<file path="src/rtl/aes_dec_pkg.sv">
// Shared constants and helpers for the byte-serial AES-128 decryption datapath.
// Holds the InvShiftRows byte permutation and the inverse affine transform.
package aes_dec_pkg;

    localparam int unsigned IDX_W       = 4;
    localparam int unsigned STATE_BYTES = 16;

    typedef logic [IDX_W-1:0] idx_t;
    typedef logic [7:0]       byte_t;

    localparam idx_t LAST_IDX = idx_t'(STATE_BYTES - 1);

    // Reduction term of the AES field polynomial x^8 + x^4 + x^3 + x + 1.
    localparam byte_t GF_POLY = 8'h1B;

    // Constant stripped before the inverse affine map.
    localparam byte_t INV_AFFINE_C = 8'h63;

    // Row i selects the input bits feeding output bit i (rotl 1 ^ rotl 3 ^ rotl 6).
    localparam logic [7:0][7:0] INV_AFFINE_MAT = {
        8'h52, 8'h29, 8'h94, 8'h4A, 8'h25, 8'h92, 8'h49, 8'hA4
    };

    // Output byte j of InvShiftRows reads state byte r + 4*((c - r) mod 4).
    function automatic idx_t perm(input idx_t j);
        logic [1:0] r;
        logic [1:0] c;
        logic [1:0] src_c;
        r     = j[1:0];
        c     = j[3:2];
        src_c = c - r;
        return {src_c, r};
    endfunction

    function automatic byte_t inv_affine(input byte_t y);
        byte_t res;
        res = '0;
        for (int i = 0; i < 8; i++) begin
            res[i] = ^(y & INV_AFFINE_MAT[i]);
        end
        return res;
    endfunction

endpackage

</file>
<file path="src/rtl/inv_sbox_8.sv">
// Combinational AES inverse S-box: strip 0x63, apply the inverse affine map,
// then take the multiplicative inverse in GF(2^8).
module inv_sbox_8
    import aes_dec_pkg::*;
(
    input  logic [7:0] x_i,
    output logic [7:0] y_o
);

    function automatic byte_t gf_mul(input byte_t a, input byte_t b);
        byte_t p;
        byte_t t;
        p = '0;
        t = a;
        for (int i = 0; i < 8; i++) begin
            if (b[i]) begin
                p = p ^ t;
            end
            t = {t[6:0], 1'b0} ^ (t[7] ? GF_POLY : 8'h00);
        end
        return p;
    endfunction

    // x^254 == x^-1 for nonzero x, and maps 0 to 0 as AES requires.
    function automatic byte_t gf_inv(input byte_t x);
        byte_t x2;
        byte_t x3;
        byte_t x6;
        byte_t x12;
        byte_t x15;
        byte_t x240;
        x2   = gf_mul(x, x);
        x3   = gf_mul(x2, x);
        x6   = gf_mul(x3, x3);
        x12  = gf_mul(x6, x6);
        x15  = gf_mul(x12, x3);
        x240 = x15;
        for (int i = 0; i < 4; i++) begin
            x240 = gf_mul(x240, x240);
        end
        return gf_mul(gf_mul(x240, x12), x2);
    endfunction

    byte_t affine_out;

    always_comb begin
        affine_out = inv_affine(x_i ^ INV_AFFINE_C);
        y_o        = gf_inv(affine_out);
    end

endmodule

</file>
<file path="src/rtl/inv_sub_shift_8.sv">
// Byte-serial InvSubBytes + InvShiftRows with two ping-pong state banks.
// Bytes are substituted on the way in and permuted on the way out.
module inv_sub_shift_8
    import aes_dec_pkg::*;
#(
    parameter int unsigned SBOX_PIPE = 0
) (
    input  logic       clk,
    input  logic       rst,
    input  logic       in_valid,
    output logic       in_ready,
    input  logic [7:0] in_data,
    output logic       out_valid,
    input  logic       out_ready,
    output logic [7:0] out_data,
    output logic       out_last
);

    byte_t      sbox_out;
    idx_t       wr_idx_q, wr_idx_d;
    idx_t       rd_idx_q, rd_idx_d;
    logic       wr_bank_q, wr_bank_d;
    logic       rd_bank_q, rd_bank_d;
    logic [1:0] full_q, full_d;
    byte_t      mem_q [2][STATE_BYTES];
    byte_t      mem_d [2][STATE_BYTES];
    logic       pipe_vld_q, pipe_vld_d;
    byte_t      pipe_data_q, pipe_data_d;
    logic       pipe_bank_q, pipe_bank_d;
    idx_t       pipe_idx_q, pipe_idx_d;

    logic       in_fire;
    logic       out_fire;
    logic       we;
    logic       we_bank;
    idx_t       we_idx;
    byte_t      we_data;

    inv_sbox_8 u_inv_sbox (
        .x_i (in_data),
        .y_o (sbox_out)
    );

    always_comb begin
        in_ready  = ~full_q[wr_bank_q];
        out_valid = full_q[rd_bank_q];
        out_data  = out_valid ? mem_q[rd_bank_q][perm(rd_idx_q)] : 8'h00;
        out_last  = out_valid && (rd_idx_q == LAST_IDX);
    end

    assign in_fire  = in_valid & in_ready;
    assign out_fire = out_valid & out_ready;

    always_comb begin
        wr_idx_d  = wr_idx_q;
        wr_bank_d = wr_bank_q;
        if (in_fire) begin
            wr_idx_d = wr_idx_q + idx_t'(1);
            if (wr_idx_q == LAST_IDX) begin
                wr_bank_d = ~wr_bank_q;
            end
        end

        // Slot is reserved at acceptance, so the staged byte always lands.
        pipe_vld_d  = in_fire;
        pipe_data_d = sbox_out;
        pipe_bank_d = wr_bank_q;
        pipe_idx_d  = wr_idx_q;

        if (SBOX_PIPE != 0) begin
            we      = pipe_vld_q;
            we_bank = pipe_bank_q;
            we_idx  = pipe_idx_q;
            we_data = pipe_data_q;
        end else begin
            we      = in_fire;
            we_bank = wr_bank_q;
            we_idx  = wr_idx_q;
            we_data = sbox_out;
        end

        mem_d = mem_q;
        if (we) begin
            mem_d[we_bank][we_idx] = we_data;
        end

        // Fill-complete and drain-complete always target different banks.
        full_d    = full_q;
        rd_idx_d  = rd_idx_q;
        rd_bank_d = rd_bank_q;
        if (we && (we_idx == LAST_IDX)) begin
            full_d[we_bank] = 1'b1;
        end
        if (out_fire) begin
            rd_idx_d = rd_idx_q + idx_t'(1);
            if (rd_idx_q == LAST_IDX) begin
                full_d[rd_bank_q] = 1'b0;
                rd_bank_d         = ~rd_bank_q;
            end
        end
    end

    always_ff @(posedge clk or posedge rst) begin
        if (rst) begin
            wr_idx_q    <= '0;
            rd_idx_q    <= '0;
            wr_bank_q   <= 1'b0;
            rd_bank_q   <= 1'b0;
            full_q      <= '0;
            mem_q       <= '{default: 8'h00};
            pipe_vld_q  <= 1'b0;
            pipe_data_q <= '0;
            pipe_bank_q <= 1'b0;
            pipe_idx_q  <= '0;
        end else begin
            wr_idx_q    <= wr_idx_d;
            rd_idx_q    <= rd_idx_d;
            wr_bank_q   <= wr_bank_d;
            rd_bank_q   <= rd_bank_d;
            full_q      <= full_d;
            mem_q       <= mem_d;
            pipe_vld_q  <= pipe_vld_d;
            pipe_data_q <= pipe_data_d;
            pipe_bank_q <= pipe_bank_d;
            pipe_idx_q  <= pipe_idx_d;
        end
    end

endmodule

</file>
<file path="config.mk">
export PLATFORM = sky130hd
export DESIGN_NAME = inv_sub_shift_8
export DESIGN_NICKNAME = d
export VERILOG_FILES = /design/src/rtl/aes_dec_pkg.sv /design/src/rtl/inv_sbox_8.sv /design/src/rtl/inv_sub_shift_8.sv
export SDC_FILE = /design/constraint.sdc
export NUM_CORES = 1
export LEC_CHECK = 0
export CAP_MARGIN = 20
export CELL_PAD_IN_SITES_DETAIL_PLACEMENT = 0
export CELL_PAD_IN_SITES_GLOBAL_PLACEMENT = 1
export CORE_ASPECT_RATIO = 0.7
export CORE_UTILIZATION = 55
export CTS_CLUSTER_SIZE = 40
export DETAILED_ROUTE_END_ITERATION = 12
export PLACE_DENSITY = 0.89
export SLEW_MARGIN = 0
export SYNTH_ARGS = -nofsm -noshare
export SYNTH_HDL_FRONTEND = slang
export SYNTH_SLANG_ARGS = --single-unit
</file>
<file path="constraint.sdc">
create_clock -name clk -period 20.9 [get_ports clk]
set_clock_uncertainty 0.1 [all_clocks]
set_input_delay 4.18 -clock clk [delete_from_list [all_inputs] [get_ports clk]]
set_output_delay 4.18 -clock clk [all_outputs]
set_load 0.1 [all_outputs]
</file>
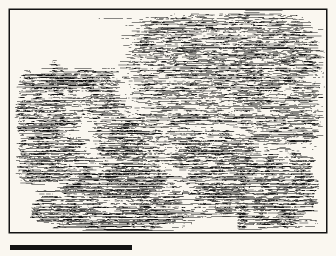
*Metal 1*
Bar = 100 microns.
The layer holds 45% of the routed length. The longest straight run is 92.5 microns. The layer carries 31.3 mm of wire.

==> run summary <==
Summary of the current implementation state.

- The insertion delay of the later-clocked pin in the worst-skew pair is 0.52 ns, for reference.
- The cell-mix breakdown from Yosys lists the adder-cell area share as 0.00759.
- Looking at the reg2reg group, the worst path starts from rd_bank_q.
- Once routing completed, OpenROAD measured the worst setup slack at 0.682 ns.
- Global routing finished with a remaining overflow of 0.
- The hold buffer count at cts is 0, for reference.
- The launch point of the critical path was reported as in_data[2].
- The register with the most flip-flops in the layout has 256 of them.
- The most frequent logic cell in the layout is sky130_fd_sc_hd__buf_4, for reference.
- The chip area is 0.0474 sq mm, for reference.
- The maximum fanout encountered on the critical timing path is 32, for reference.
- 1966 cells are multi-input combinational gates.
- The total wire length is 68900 microns, for reference.
- The initial antenna violation count is 0.
- The TritonCTS clock tree is built, for reference.
- The worst setup path category is in -> reg, for reference.
- Checking max transition, the worst relative margin is 0.280.
- The routed wire length on met3 is 5650 microns, for reference.
- At the pin with the least slew margin, the transition time is 1.07 ns.
- The instance count of the mapped netlist is around 2500, for reference.
- The final period utilization is 0.967, for reference.
- Logged for this run, the post-placement worst setup slack is -0.378 ns.
- The cell type that accounts for the most area after synthesis is sky130_fd_sc_hd__dfrtp_1.
- The floorplan-stage core utilization is 0.562, for reference.
- The number of different library cells used by synthesis comes to 113.
- The final instance area is 0.0307 sq mm, for reference.
- The total core area is 0.0455 sq mm, for reference.
- The OpenROAD report gives the critical path a required time of about 21 ns.
- The wire-length estimate of the detail-placed layout is 49600 microns.
- Counting both buffers and inverters, the worst setup path holds a total of 15.
- The stage-log warning count is 29, for reference.
- The share of synthesized area occupied by flip-flops and latches is 0.262, for reference.
- The clock buffer count is 35, for reference.
- For hold timing, the worst endpoint is mem_q[15].
- The logic depth of the worst path, buffers included is 73, for reference.
- The diode insertion count for antenna repair is 0, for reference.
- The via count of the first global-routing pass came to 20369.
- The global routing stage identified its most utilized layer as met2.
- From bottom edge to top edge, the die measures 182 microns.
- The post-route report lists met1 wire length as 31300 microns.
- The arrival time of the worst setup path is roughly 20 ns, for reference.
- The count of max-cap constraint violations is 0, for reference.
- The number of top-level pins is 23, for reference.
- The sum of met2 wire segment lengths after detailed routing is approximately 31000 microns, for reference.
- The maximum level of the CTS H-tree is 1, for reference.
- The number of well-tap cells placed is 603, for reference.
- The run finished with clean final reports.
- The filler cell count in the final layout is 3324, for reference.
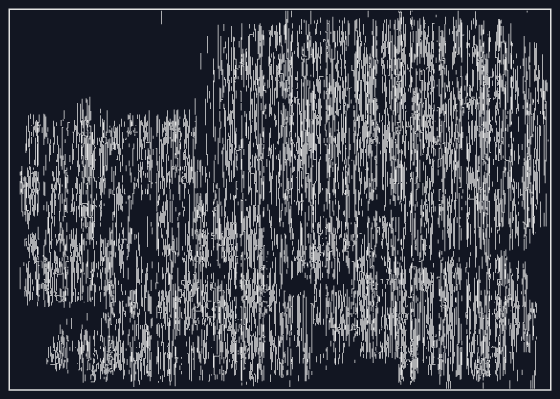
*Met2 routing*
The longest straight run is 63.2 microns. 2424 nets have wire on it. The wires run mostly vertical.

